$ cat src/rtl/frame_sched_pkg.sv
// Shared definitions for the frame stream scheduler: FSM state encoding,
// CSR word addresses and the CTRL/STATUS/IRQ bit positions.
package frame_sched_pkg;

   typedef enum logic [1:0] {
      ST_IDLE   = 2'd0,
      ST_ARM    = 2'd1,
      ST_STREAM = 2'd2
   } sched_state_t;

   localparam logic [3:0] ADDR_CTRL        = 4'd0;
   localparam logic [3:0] ADDR_WIDTH       = 4'd1;
   localparam logic [3:0] ADDR_HEIGHT      = 4'd2;
   localparam logic [3:0] ADDR_STATUS      = 4'd3;
   localparam logic [3:0] ADDR_FRAMES_IN   = 4'd4;
   localparam logic [3:0] ADDR_FRAMES_DONE = 4'd5;
   localparam logic [3:0] ADDR_IRQ         = 4'd6;

   localparam int unsigned CTRL_ENABLE_BIT     = 0;
   localparam int unsigned CTRL_SINGLE_BIT     = 1;
   localparam int unsigned CTRL_SOFT_CLEAR_BIT = 2;

   localparam int unsigned STATUS_STATE_LSB     = 0;
   localparam int unsigned STATUS_INFLIGHT_LSB  = 4;
   localparam int unsigned STATUS_UNDERFLOW_BIT = 8;

   localparam int unsigned IRQ_DONE_BIT = 0;

   // Width of the in-flight frame counter (STATUS bits 7:4).
   localparam int unsigned INFLIGHT_BITS = 4;

endpackage

$ cat src/rtl/frame_sched_csr.sv
// CSR block for the frame stream scheduler.
// Ports:
//   clk, reset_n            clock / async active-low reset
//   avl_*                   Avalon-MM slave; avl_readdata is registered (1-cycle latency)
//   state, inflight,        live status from the scheduler for STATUS readback
//   underflow_err
//   frames_in, frames_done  frame counters for readback
//   res_eof                 sets IRQ.done
//   fsm_clr_enable          scheduler request to drop CTRL.enable (single-shot end)
//   enable, single          CTRL fields
//   width, height           frame geometry (never 0 unless truncation wraps)
//   irq_done                IRQ.done
//   soft_clear              write pulse, combinational from the CTRL write
module frame_sched_csr
   import frame_sched_pkg::*;
#(
   parameter int unsigned DIM_BITS = 12
) (
   input  logic                     clk,
   input  logic                     reset_n,
   input  logic [3:0]               avl_address,
   input  logic                     avl_write,
   input  logic [31:0]              avl_writedata,
   input  logic                     avl_read,
   output logic [31:0]              avl_readdata,
   input  sched_state_t             state,
   input  logic [INFLIGHT_BITS-1:0] inflight,
   input  logic                     underflow_err,
   input  logic [31:0]              frames_in,
   input  logic [31:0]              frames_done,
   input  logic                     res_eof,
   input  logic                     fsm_clr_enable,
   output logic                     enable,
   output logic                     single,
   output logic [DIM_BITS-1:0]      width,
   output logic [DIM_BITS-1:0]      height,
   output logic                     irq_done,
   output logic                     soft_clear
);

   logic        wr_ctrl;
   logic        wr_width;
   logic        wr_height;
   logic        wr_irq;
   logic [31:0] rd_mux;

   // max(v,1) first, then truncation to the register width.
   function automatic logic [DIM_BITS-1:0] dim_value(input logic [31:0] v);
      if (v == 32'd0)
         return DIM_BITS'(1);
      else
         return DIM_BITS'(v);
   endfunction

   assign wr_ctrl    = avl_write && (avl_address == ADDR_CTRL);
   assign wr_width   = avl_write && (avl_address == ADDR_WIDTH);
   assign wr_height  = avl_write && (avl_address == ADDR_HEIGHT);
   assign wr_irq     = avl_write && (avl_address == ADDR_IRQ);
   assign soft_clear = wr_ctrl && avl_writedata[CTRL_SOFT_CLEAR_BIT];

   always_ff @(posedge clk or negedge reset_n) begin
      if (!reset_n) begin
         enable <= 1'b0;
         single <= 1'b0;
         width  <= DIM_BITS'(1);
         height <= DIM_BITS'(1);
      end else begin
         // A software CTRL write takes precedence over the scheduler's
         // single-shot clear in the same cycle.
         if (wr_ctrl) begin
            enable <= avl_writedata[CTRL_ENABLE_BIT] && !avl_writedata[CTRL_SOFT_CLEAR_BIT];
            single <= avl_writedata[CTRL_SINGLE_BIT];
         end else if (fsm_clr_enable) begin
            enable <= 1'b0;
         end
         if (wr_width)
            width <= dim_value(avl_writedata);
         if (wr_height)
            height <= dim_value(avl_writedata);
      end
   end

   // A new result eof wins over a simultaneous write-1-to-clear.
   always_ff @(posedge clk or negedge reset_n) begin
      if (!reset_n)
         irq_done <= 1'b0;
      else if (soft_clear)
         irq_done <= 1'b0;
      else if (res_eof)
         irq_done <= 1'b1;
      else if (wr_irq && avl_writedata[IRQ_DONE_BIT])
         irq_done <= 1'b0;
   end

   always_comb begin
      rd_mux = '0;
      case (avl_address)
         ADDR_CTRL: begin
            rd_mux[CTRL_ENABLE_BIT] = enable;
            rd_mux[CTRL_SINGLE_BIT] = single;
         end
         ADDR_WIDTH:  rd_mux = 32'(width);
         ADDR_HEIGHT: rd_mux = 32'(height);
         ADDR_STATUS: begin
            rd_mux[STATUS_STATE_LSB +: 2]                = state;
            rd_mux[STATUS_INFLIGHT_LSB +: INFLIGHT_BITS] = inflight;
            rd_mux[STATUS_UNDERFLOW_BIT]                 = underflow_err;
         end
         ADDR_FRAMES_IN:   rd_mux = frames_in;
         ADDR_FRAMES_DONE: rd_mux = frames_done;
         ADDR_IRQ:         rd_mux[IRQ_DONE_BIT] = irq_done;
         default:          rd_mux = '0;
      endcase
   end

   always_ff @(posedge clk or negedge reset_n) begin
      if (!reset_n)
         avl_readdata <= '0;
      else
         avl_readdata <= avl_read ? rd_mux : '0;
   end

endmodule

$ cat src/rtl/frame_stream_sched.sv
// Frame stream scheduler: frames a raw pixel stream into sop/eop/sof/eof
// beats for the conv pipe and limits the number of frames in flight.
// Ports:
//   clk, reset_n        clock / async active-low reset
//   avl_*               CSR slave (see frame_sched_csr)
//   src_valid/src_data  raw pixel input; src_ready only in STREAM
//   dst_*               framed output, one cycle after each accepted beat
//   res_eof             result-stream eof pulse, returns one credit
//   irq                 level, IRQ.done
module frame_stream_sched
   import frame_sched_pkg::*;
#(
   parameter int unsigned DATA_WIDTH   = 8,
   parameter int unsigned DIM_BITS     = 12,
   parameter int unsigned MAX_INFLIGHT = 2
) (
   input  logic                  clk,
   input  logic                  reset_n,
   input  logic [3:0]            avl_address,
   input  logic                  avl_write,
   input  logic [31:0]           avl_writedata,
   input  logic                  avl_read,
   output logic [31:0]           avl_readdata,
   input  logic                  src_valid,
   input  logic [DATA_WIDTH-1:0] src_data,
   output logic                  src_ready,
   output logic                  dst_valid,
   output logic                  dst_sop,
   output logic                  dst_eop,
   output logic                  dst_sof,
   output logic                  dst_eof,
   output logic [DATA_WIDTH-1:0] dst_data,
   input  logic                  res_eof,
   output logic                  irq
);

   sched_state_t             state_q, state_d;
   logic [DIM_BITS-1:0]      col_q, row_q;
   logic [DIM_BITS-1:0]      w_sh, h_sh;
   logic [INFLIGHT_BITS-1:0] inflight_q;
   logic [31:0]              frames_in_q, frames_done_q;
   logic                     underflow_q;

   logic                     enable, single, irq_done, soft_clear;
   logic [DIM_BITS-1:0]      width, height;

   logic                     accept, start_frame, clr_enable;
   logic                     is_sop, is_eop, is_sof, is_eof;
   logic                     credit_take, credit_give;

   frame_sched_csr #(
      .DIM_BITS (DIM_BITS)
   ) u_csr (
      .clk            (clk),
      .reset_n        (reset_n),
      .avl_address    (avl_address),
      .avl_write      (avl_write),
      .avl_writedata  (avl_writedata),
      .avl_read       (avl_read),
      .avl_readdata   (avl_readdata),
      .state          (state_q),
      .inflight       (inflight_q),
      .underflow_err  (underflow_q),
      .frames_in      (frames_in_q),
      .frames_done    (frames_done_q),
      .res_eof        (res_eof),
      .fsm_clr_enable (clr_enable),
      .enable         (enable),
      .single         (single),
      .width          (width),
      .height         (height),
      .irq_done       (irq_done),
      .soft_clear     (soft_clear)
   );

   assign src_ready   = (state_q == ST_STREAM);
   assign accept      = src_valid && src_ready;
   assign is_sop      = (col_q == '0);
   assign is_eop      = (col_q == w_sh - DIM_BITS'(1));
   assign is_sof      = is_sop && (row_q == '0);
   assign is_eof      = is_eop && (row_q == h_sh - DIM_BITS'(1));
   assign credit_take = accept && is_sof;
   assign credit_give = res_eof;
   assign irq         = irq_done;

   // Enable is only sampled at frame boundaries, so a mid-frame disable
   // lets the current frame run to its eof.
   always_comb begin
      state_d     = state_q;
      start_frame = 1'b0;
      clr_enable  = 1'b0;
      case (state_q)
         ST_IDLE: begin
            if (enable)
               state_d = ST_ARM;
         end
         ST_ARM: begin
            if (!enable) begin
               state_d = ST_IDLE;
            end else if (inflight_q < INFLIGHT_BITS'(MAX_INFLIGHT)) begin
               state_d     = ST_STREAM;
               start_frame = 1'b1;
            end
         end
         ST_STREAM: begin
            if (accept && is_eof) begin
               if (single) begin
                  clr_enable = 1'b1;
                  state_d    = ST_IDLE;
               end else if (enable) begin
                  state_d = ST_ARM;
               end else begin
                  state_d = ST_IDLE;
               end
            end
         end
         default: state_d = ST_IDLE;
      endcase
   end

   always_ff @(posedge clk or negedge reset_n) begin
      if (!reset_n) begin
         state_q <= ST_IDLE;
         col_q   <= '0;
         row_q   <= '0;
         w_sh    <= DIM_BITS'(1);
         h_sh    <= DIM_BITS'(1);
      end else if (soft_clear) begin
         state_q <= ST_IDLE;
         col_q   <= '0;
         row_q   <= '0;
      end else begin
         state_q <= state_d;
         if (start_frame) begin
            w_sh  <= width;
            h_sh  <= height;
            col_q <= '0;
            row_q <= '0;
         end else if (accept) begin
            if (is_eop) begin
               col_q <= '0;
               row_q <= is_eof ? '0 : row_q + DIM_BITS'(1);
            end else begin
               col_q <= col_q + DIM_BITS'(1);
            end
         end
      end
   end

   // Credit accounting: a frame start and a result return in the same cycle
   // cancel; a return with nothing in flight only flags underflow.
   always_ff @(posedge clk or negedge reset_n) begin
      if (!reset_n) begin
         inflight_q    <= '0;
         frames_in_q   <= '0;
         frames_done_q <= '0;
         underflow_q   <= 1'b0;
      end else if (soft_clear) begin
         inflight_q    <= '0;
         frames_in_q   <= '0;
         frames_done_q <= '0;
         underflow_q   <= 1'b0;
      end else begin
         case ({credit_take, credit_give})
            2'b10: inflight_q <= inflight_q + INFLIGHT_BITS'(1);
            2'b01: begin
               if (inflight_q == '0)
                  underflow_q <= 1'b1;
               else
                  inflight_q <= inflight_q - INFLIGHT_BITS'(1);
            end
            default: ;
         endcase
         if (credit_take)
            frames_in_q <= frames_in_q + 32'd1;
         if (credit_give)
            frames_done_q <= frames_done_q + 32'd1;
      end
   end

   always_ff @(posedge clk or negedge reset_n) begin
      if (!reset_n) begin
         dst_valid <= 1'b0;
         dst_sop   <= 1'b0;
         dst_eop   <= 1'b0;
         dst_sof   <= 1'b0;
         dst_eof   <= 1'b0;
         dst_data  <= '0;
      end else if (soft_clear) begin
         dst_valid <= 1'b0;
         dst_sop   <= 1'b0;
         dst_eop   <= 1'b0;
         dst_sof   <= 1'b0;
         dst_eof   <= 1'b0;
      end else begin
         dst_valid <= accept;
         dst_sop   <= accept && is_sop;
         dst_eop   <= accept && is_eop;
         dst_sof   <= accept && is_sof;
         dst_eof   <= accept && is_eof;
         if (accept)
            dst_data <= src_data;
      end
   end

endmodule

$ cat config.mk
export PLATFORM = sky130hd
export DESIGN_NAME = frame_stream_sched
export DESIGN_NICKNAME = d
export VERILOG_FILES = /design/src/rtl/frame_sched_pkg.sv /design/src/rtl/frame_sched_csr.sv /design/src/rtl/frame_stream_sched.sv
export SDC_FILE = /design/constraint.sdc
export NUM_CORES = 1
export LEC_CHECK = 0
export ABC_AREA = 0
export CORE_ASPECT_RATIO = 1.25
export CORE_MARGIN = 2
export CORE_UTILIZATION = 55
export CTS_BUF_LIST = sky130_fd_sc_hd__clkbuf_8
export CTS_CLUSTER_SIZE = 20
export DETAILED_ROUTE_END_ITERATION = 12
export GPL_ROUTABILITY_DRIVEN = 0
export PLACE_DENSITY = 0.77
export SLEW_MARGIN = 20
export SYNTH_ARGS = -nofsm -noshare
export SYNTH_HDL_FRONTEND = slang
export SYNTH_SLANG_ARGS = --single-unit
$ cat constraint.sdc
create_clock -name clk -period 4.25 [get_ports clk]
set_input_delay 0.85 -clock clk [delete_from_list [all_inputs] [get_ports clk]]
set_output_delay 0.85 -clock clk [all_outputs]
set_load 0.02 [all_outputs]
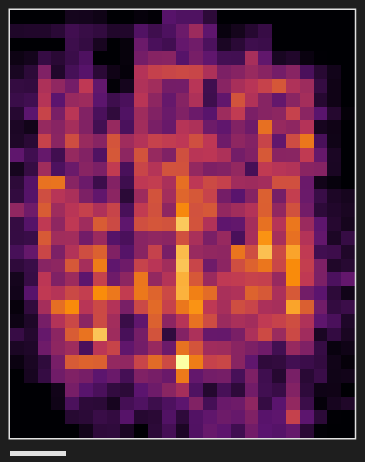
Run 1: routed metal per tile
Scale bar: 20 um. 25 x 31 tiles, from black (low) to pale yellow (high), scaled to the fullest tile. Values are wire area over tile area, all layers added.
The densest ninth of the die: centre. 21% of the tiles are over half the peak. 10% of the tiles are nearly empty.
total number of vias: 7,734
total wirelength of the detailed-routed design: 24,040 um
All-Layer GR Usage: 26.83%
wire length per cell after detailed routing: 18.52 um

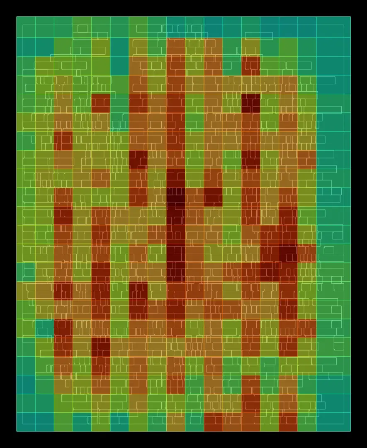
Run 1: routing congestion map
GR Layer Usage met3: 4.566%
global-route track usage on met1: 32.41%

==> summary.txt, run 1 <==
Numbers from the implementation run.

Sorting the Yosys area breakdown by cell type puts at the top dfrtp_1. The initial antenna violation count is 0. The half-perimeter wire length after detailed placement is approximately 18,000 um.

Per the post-synthesis report, the nets total 1,034. Per the GRT log, the top usage layer is met2. Across all stage logs, warnings added up to 30. The flow measured a signed area growth from synthesis to layout of 16.35%. The met2 track demand over resource is 46.01%. The share of total power in combinational logic is 26.2%. The clock tree from TritonCTS is yes. With fillers left out, the area of the finished cells amounts to 11,320 um^2.

For the worst setup path, the data arrival time is 3690 ps. The setup check on the worst reg-to-reg path leaves a slack of 920 ps. The worst clock skew is 13.59 ps. The final report lists the setup-violating endpoint count as 0. The timing report lists the critical path depth as 11 cells.

The boundary pin count is around 97. The net count reported at finish is 1,122. In the routed layout, each cell is associated on average with a via count of around 6. Registers are responsible for around half of the overall power.

The synthesized netlist handed to floorplanning was reported with a cell count of 973. The chip occupies 18,770 um^2. The cell at the slowest stage of the critical path is nor4b_1. The compound-cell area share of the yosys netlist is 11.98%.

The commonest cells after synthesis are dfrtp_1 (187), nor2_1 (118), nand2_1 (74), mux2_2 (48), xnor2_1 (48). The worst hold slack after final layout is 440.9 ps. After synthesis, the share of cell area in mux cells is between 6 and 7%. 0 antenna diodes ended up in the layout.

Clock cells make up 3.218% of the layout cell area. The critical path class is reg -> reg. The top-area cell type share of the netlist area is 48.12%. The worst hold path belongs to the class in -> async. The fraction of the mapped netlist area in adder cells is under 10%. Among all cell types in the netlist, the one instantiated most often is dfrtp_1. In the final layout, the clock buffer count is 17. The count of sequential standard cells is between 150 and 200. The number of cells on the worst reg-to-reg path is 11. The die outline width is ~120 um. The setup slack after placement is 521.4 ps.

The critical path goes through inv_1, ha_1, nor4b_1, o211ai_1, a21boi_0, o2111ai_1, a2111oi_4, buf_4, nor3_1, o21ai_0, o31ai_2. The final-layout non-clock buffer area share is 9.830%. The predominant post-synthesis flop cell is dfrtp_1.

The number of failing hold endpoints at the final stage is 0. The fmax is 299.9 MHz. The total of flip-flops plus latches after synthesis is around 190. The count of nets left with antenna violations once routing finished came out at 0. The violation count after the first detailed-routing iteration is 499.

In this run the critical register-to-register path is captured at row_q[4]. The number of cells upsized or downsized after cts is 0. The wire length on met3 is 837 um. The period utilization is 78.47%. The chip area from the yosys synthesis statistics is 9726 um^2. The worst endpoint required time is 4600 ps. The synthesized design contains 0 enable-type register cells.

Per the detail_route report, DRC violations left total 0. Of the synthesized area, sequential elements account for about half. The post-synthesis average cell area is ~10 um^2. Looking at the post-CTS report, the setup buffer insertion count equals 0. Counting tap cells, the placed design contains a total of between 1,000 and 1,500 instances. On the worst path, the slowest cell contributes a delay of around 690 ps. The category of cells accounting for the largest share of critical-path delay is AND-OR/OR-AND gates. The layout has 34 inverters outside the clock class. The area of the mapped netlist is 9726 um^2. The biggest fanout along the worst timing path is 6. The clock buffer count from CTS is 17.

The yosys stat cell total is 973. The number of hold-repair buffers added at the cts stage is 0. STA classifies the critical path endpoint as a flop. The run finished with clean final reports. The power report puts the leakage power at 4.779 nW. The time the final worst path needs with I/O delays and setup is roughly 3300 ps. The slew check shows that the tightest pin keeps a relative margin of 34.90%.

In this run the cell area measured after placement is 10,950 um^2. The area of combinational cells with multiple inputs is 4647 um^2. The cell group occupying the most layout area is registers.

Across the run, the number of max-cap violations was 0. The final worst slack is 915.1 ps. Of the total standard cell area in the layout, the sequential portion is 42.28%.

The number of buffers and inverters on the critical path is 2.
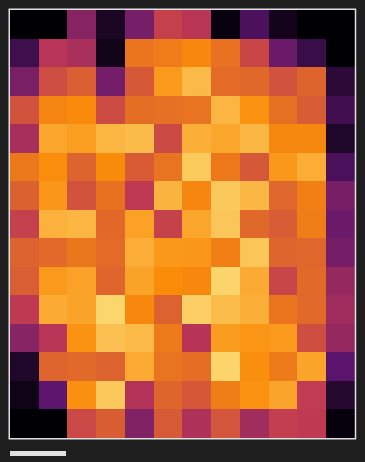
Run 1: cell area per tile
Scale bar: 20 um. 12 x 15 tiles, from black (low) to pale yellow (high), 0 to 100% covered.
The mean over all tiles is 59%. The fullest tile reaches 91%. The densest ninth of the die: centre. The emptiest ninth of the die: upper right. 29% of the tiles are over 75% full. 4.4% of the tiles are nearly empty.
Layout Utilization: 65.17%
initial core utilization: 56.01%
area of the core region: 17,360 um^2

==> run 1: power groups by stage <==
stage	combinational [W]	sequential, W	clock, W
after floorplan	0.000847	0.00234	0
after global placement	0.00120	0.00240	0
after detailed placement	0.00124	0.00241	0
after CTS	0.00125	0.00237	0.00115
after global routing	0.00139	0.00241	0.00121
final	0.00125	0.00238	0.00112
==> run 1: cells in the final DEF (no fill, tap or decap), drive strengths merged, types with 21 or more instances in the layout <==
cell type / synthesis / final
a22oi: 41 / 41
xnor2: 48 / 48
xor2: 35 / 35
nand2: 74 / 74
dfrtp: 187 / 187
nand4: 28 / 28
clkdlybuf4s50: 0 / 95
a21oi: 32 / 32
inv: 34 / 41
nand3: 31 / 31
o21ai: 37 / 37
nor4: 21 / 21
nor2: 118 / 118
mux2: 48 / 48
nor3: 31 / 31
Run 1, signal wires on met1:
Scale bar: 20 um.
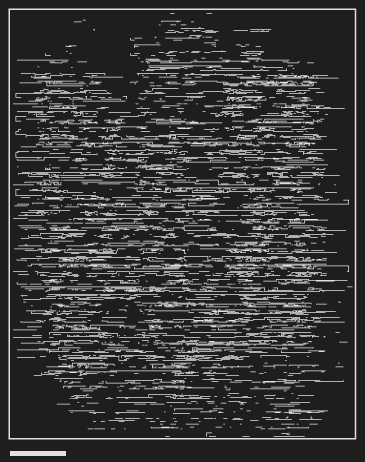

==> run 1 -> run 2 <==
--- a/config.mk
+++ b/config.mk
@@ -8,12 +8,12 @@
 export ABC_AREA = 0
 export CORE_ASPECT_RATIO = 1.25
 export CORE_MARGIN = 2
-export CORE_UTILIZATION = 55
+export CORE_UTILIZATION = 54
 export CTS_BUF_LIST = sky130_fd_sc_hd__clkbuf_8
 export CTS_CLUSTER_SIZE = 20
 export DETAILED_ROUTE_END_ITERATION = 12
 export GPL_ROUTABILITY_DRIVEN = 0
-export PLACE_DENSITY = 0.77
+export PLACE_DENSITY = 0.79
 export SLEW_MARGIN = 20
 export SYNTH_ARGS = -nofsm -noshare
 export SYNTH_HDL_FRONTEND = slang
==> constraint.sdc (replaced) <==
create_clock -name clk -period 2.9 [get_ports clk]
set_input_delay 0.58 -clock clk [delete_from_list [all_inputs] [get_ports clk]]
set_output_delay 0.58 -clock clk [all_outputs]
set_load 0.02 [all_outputs]
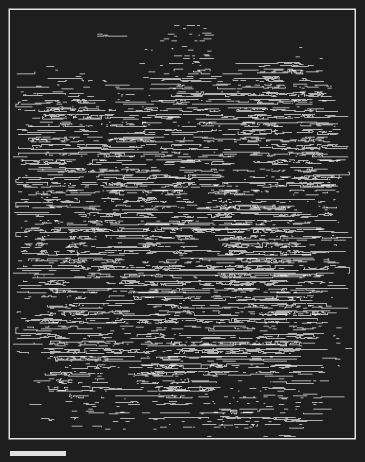
Run 2: signal wires on met1
Scale bar: 20 um.
The layer holds 39% of the routed length. The longest straight run is 47.8 um. The wires run mostly horizontal.
total number of vias: 8,118
total wirelength of the detailed-routed design: 25,830 um
global-route track usage on met1: 33.80%

==> run 2 against run 1 <==
Against the previous run: via count up 5.0%; first-iteration DRC count up 16%; synthesized area unchanged; clock skew down 4.8 ps; clock power up 42%; worst hold slack worse by 390 ps; largest cell class is now logic gates.
==> summary.txt, run 2 <==
Numbers from the implementation run.

The run finished with clean final reports. The routed design uses 1234 um of met3 wire. After floorplanning, the core was sized to cover 17,570 um^2. In this run, the combinational gates consume between 30 and 40% of the power. TritonCTS built the clock tree. The min-delay analysis places its worst path in the category in -> async. The final count of negative-setup-slack endpoints is 0. The leakage component of the power was reported as 5.218 nW. After the last flow step, the layout net total stands at 1,196.

In this run, the synthesized area fraction spent on AND-OR/OR-AND gates is recorded as between 10% and 20%. The fmax is 353.8 MHz. The die outline width is about 120 um. The register area share after synthesis is around half.

The report lists the number of cells resized after CTS as 10. The endpoint identified for the worst register-to-register timing path is row_q[10]. The chip area from the yosys synthesis statistics is 9726 um^2. The net count after synthesis is a little over 1,000. The final antenna diode tally reported by the flow is 0. Synthesis produced 973 cells. The met3 usage in global routing is 4.785%. The data required time reported for the critical path is 3290 ps. The worst register-to-register path has a depth of 11.

The critical path's largest stage delay is ~550 ps. In this run, the synthesized area fraction spent on adder and majority cells is recorded as 1.492%. The number of buffers inserted by post-CTS setup repair is 4. The reported sequential group power is roughly 0.0035 W. The clock network power is roughly 0.0016 W.

The boundary pin count is 97. The share of synthesized area in the top cell type comes to approximately half. Buffers inserted during clock tree synthesis total 17. The area of combinational cells with multiple inputs is 4866 um^2. The share of power burned in registers is ~47%. The floorplan step records an initial core utilization of between 50% and 60%. Summed over all routing layers, the global router reports a total usage of 27.87%. The violation tally recorded at the end of detailed-routing iteration 0 is 577. In the post-synthesis netlist, the cell with the most instances is dfrtp_1. Summing all multiplexer cells gives an area fraction of 6.072%. The signed area change from the synthesized netlist to the final layout is 24.78%. The cell type contributing the most total cell area after synthesis is dfrtp_1. The dominant power group in this design is registers. The timing report notes that buffer and inverter cells on the critical path total 3. The reg-to-reg setup timing slack is 70 ps.

The number of failing hold endpoints at the final stage is 0. The total of flip-flops plus latches after synthesis is 191. For this run, the leading register cell type out of synthesis is dfrtp_1.

After synthesis, the design contains about 1,000 cells according to Yosys. The busiest layer in global routing is met2. For this design, the slowest cell found on the critical path is dfstp_2. The number of design rule violations left after detail routing is 0.

The post-synth count of flops with an enable pin is 0. The post-CTS hold buffer count recorded in the log is 0. All stages included, the depth of the critical timing path comes to 11. Ranking logic cells in the layout by count gives the top entries dfrtp_1 (187), nor2_1 (114), clkdlybuf4s50_1 (95), buf_4 (83), nand2_1 (69).

STA classifies the critical path endpoint as a flop. The top cell type in the final layout, fill and taps aside, is dfrtp_1. The final critical path takes up between 90% and 100% of the cycle.
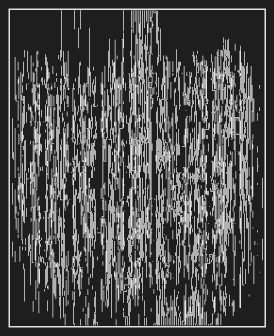
Run 2: the metal 2 layer
1,050 nets have wire on it. The layer carries 13,400 um of wire.
GRT met2 Usage: 47.46%

[run 2: per-stage QoR]
step                      std cells  utilization [%]  TNS, ps  instance area [um^2]  setup WS (ps)
after floorplan                 973                -        0                  9726          8.071
after global placement         1334            65.46    -2406                 11500         -222.2
after detailed placement       1334            65.46    -4316                 11500         -253.1
after CTS                      1370            67.89        0                 11930          2.405
after global routing           1372            69.08   -257.7                 12140         -53.22
final                          1372            69.08        0                 12140          73.79
[run 2: final cells by class]
type / instances / area share (%)
timing repair buffer: 188 / 14.21
multi-input combinational: 703 / 40.10
tap: 224 / 2.310
inverter: 34 / 1.052
clock inverter: 13 / 0.7527
sequential: 191 / 39.43
clock buffer: 19 / 2.155
==> run 2 -> run 3 <==
--- a/config.mk
+++ b/config.mk
@@ -10,11 +10,12 @@
 export CORE_MARGIN = 2
 export CORE_UTILIZATION = 54
 export CTS_BUF_LIST = sky130_fd_sc_hd__clkbuf_8
+export CTS_CLUSTER_DIAMETER = 100
 export CTS_CLUSTER_SIZE = 20
 export DETAILED_ROUTE_END_ITERATION = 12
 export GPL_ROUTABILITY_DRIVEN = 0
 export PLACE_DENSITY = 0.79
-export SLEW_MARGIN = 20
+export SLEW_MARGIN = 15
 export SYNTH_ARGS = -nofsm -noshare
 export SYNTH_HDL_FRONTEND = slang
 export SYNTH_SLANG_ARGS = --single-unit
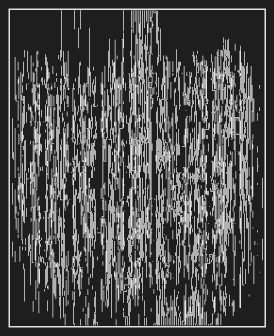
Run 3: the metal 2 layer
The layer holds 52% of the routed length. The wires run mostly vertical. 1,050 nets have wire on it. The longest straight run is 78.2 um.

==> run 3 against run 2 <==
Against the previous run: maximum frequency unchanged; global-route usage is the same; flip-flop count is the same; worst setup slack stayed put; total power is the same; sequential share of layout area is the same; largest cell class unchanged; largest power group unchanged.
==> summary.txt, run 3 <==
Numbers from the implementation run.

On the critical path, the stage with the largest delay is an instance of dfstp_2. The setup slack after placement is -253.1 ps. For this run, the leading register cell type out of synthesis is dfrtp_1. The yosys stat cell total is around 1,000. Per the GRT log, the top usage layer is met2.

The number of cells upsized or downsized after cts is 10. Sequential power for this build is 0.00347 W. Compared with the post-synthesis result, the final layout area differs by 24.78%. The most common logic cells in the final layout are dfrtp_1 (187), nor2_1 (114), clkdlybuf4s50_1 (95), buf_4 (83), nand2_1 (69). On the final layout, the worst hold slack is 54.30 ps.

The run finished with clean final reports. Among all stages on the critical path, the maximum delay recorded is 550 ps. Per the OpenROAD timing report, the critical path contains 11 cells. The fmax is 353.8 MHz. The most instantiated logic cell after routing is dfrtp_1. The wire length on met3 is roughly 1200 um.

Per report_power, the Clock row totals 0.00159 W. TritonRoute reported its final design rule violation total as 0. The CTS clock-pin slew for the worst setup and hold paths is 90 ps. The post-synthesis average cell area is 9.995 um^2. The total detailed-routing wirelength is 25,830 um. The class of the worst hold path is in -> async. The cell sequence reported for the critical path is inv_2, ha_4, buf_6, or3_1, a31oi_1, o211ai_1, nor4b_4, buf_6, nand2_4, or2_4, o31ai_2. The report puts the cell count of the worst reg-to-reg path at 11. The category of cells accounting for the largest share of critical-path delay is simple AND/OR/NAND/NOR gates.

The synthesized netlist occupies a cell area of 9726 um^2. The count of buffers added on input and output ports is around 96. Setup violations remaining at the end of the flow were counted as 0. The top-area cell type share of the netlist area is 48.12%. The number of hold-repair buffers added at the cts stage is 0. The headroom to the max-slew limit is 42.18%.

The post-placement cell area is 11,500 um^2. Ranked by instance count, the synthesized netlist is headed by dfrtp_1 (187), nor2_1 (118), nand2_1 (74), mux2_2 (48), xnor2_1 (48). The arrival time of data at the worst endpoint is listed as 3220 ps.

In this run, synthesis inferred 0 flip-flops with an integrated enable. The antenna cell count is 0. The core area is 17,570 um^2.

The largest registers in the layout are frames_done_q: 32 flops, frames_in_q: 32 flops, u_csr.avl_readdata: 32 flops. The number of placed cells counting well taps is 1,334. The synthesized design contains 191 register bits. The design area is 12,140 um^2. The initial antenna violation count is 0. The chip occupies ~19,000 um^2. For this run the detailed placement stage logged an HPWL of 18,530 um. In this run, the number of DRC markers left after iteration 0 of detailed routing was 577. The net count after synthesis is 1,034. The critical path in this run is classified as reg -> reg.

The total of fill cells in the finished design is between 1,000 and 1,500. The worst setup path is captured at a flop. Summed over all instances, the cell type with the most area after synthesis is dfrtp_1. The report counts max-capacitance violations totalling 0.

The capture point of the worst reg-to-reg path is row_q[10]. TritonCTS built the clock tree. The combinational power is 0.00228 W. The count of final max-slew check failures is 0. Global routing consumed, on the met3 layer, under 10% of the routing resources. The leakage power in the latest report is between 5 and 6 nW. Combinational logic burns 31.0% of the power.

The number of buffers inserted by post-CTS setup repair is 4. Global routing used between 30% and 40% of the available met1 tracks. The total tool warning count is 29. The biggest fanout along the worst timing path is 7. The first global-routing pass estimated approximately 40,000 um of wire.

The die outline width is approximately 120 um. The count of nets left with antenna violations after detail routing is 0. The time the final worst path needs with I/O delays and setup is 2826 ps. The worst endpoint required time is 3290 ps. The final timing summary puts the cycle share of the worst path at 97.46%. The chip area from the yosys synthesis statistics is about 9700 um^2. For this run, the register share of the synthesized area comes to 49.20%. The number of buffers and inverters on the critical path is 3. The final report gives the core utilization as 69.08%.

The total vias in the final route is 8,118. In the final run the clock tree shows a worst skew of 8.829 ps. The final layout reports a setup TNS of 0 ps. In this run the register-to-register setup slack is 70 ps. Buffers inserted during clock tree synthesis total 17.

The post-synthesis cell count is 973. Sorting the synthesis cell report by count puts at the top dfrtp_1. The floorplan-stage core utilization is a little under three fifths. The worst-case IR drop observed on VDD is 0.3097 mV. At the end of the flow, the number of nets in the layout was 1,196. The boundary pin count is 97. The number of failing hold endpoints at the final stage is 0.

Setup slack on the critical path of the routed design comes to ~74 ps.
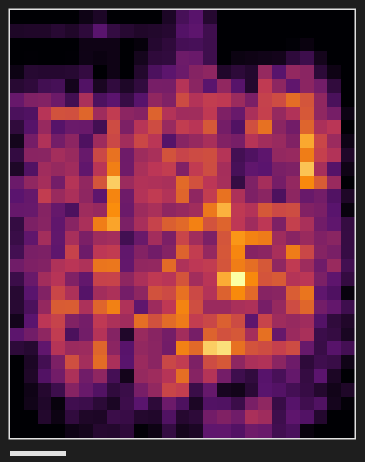
Run 3: routed metal per tile
Scale bar: 20 um. 25 x 31 tiles, from black (low) to pale yellow (high), scaled to the fullest tile. Values are wire area over tile area, all layers added.
20% of the tiles are over half the peak. The emptiest ninth of the die: upper left. The fullest tile reaches 0.69. 10% of the tiles are nearly empty.
wire length per cell after detailed routing: 18.82 um
All-Layer GR Usage: 27.87%

-- run 3: cell counts after synthesis --
Identical to the previous run, type by type.
-- run 3: cell families after synthesis --
kind of cell / count (synthesis) / share of synthesized area (%)
multiplexers: 53 / 6.072
XOR/XNOR: 83 / 7.475
flip-flops: 191 / 49.20
adder cells (fa/ha/maj): 11 / 1.492
AND-OR/OR-AND: 167 / 11.98
buffers and inverters: 79 / 3.203
AND/OR/NAND/NOR: 389 / 20.58
-- run 3: cell type report --
cell class / count / area [um^2] / area share, %
sequential: 191 / 4785 / 39.43
clock inverter: 13 / 91.34 / 0.7527
timing repair buffer: 188 / 1724 / 14.21
tap: 224 / 280.3 / 2.310
multi-input combinational: 703 / 4866 / 40.10
inverter: 34 / 127.6 / 1.052
clock buffer: 19 / 261.5 / 2.155
Power is estimated from default activity; no workload was simulated.
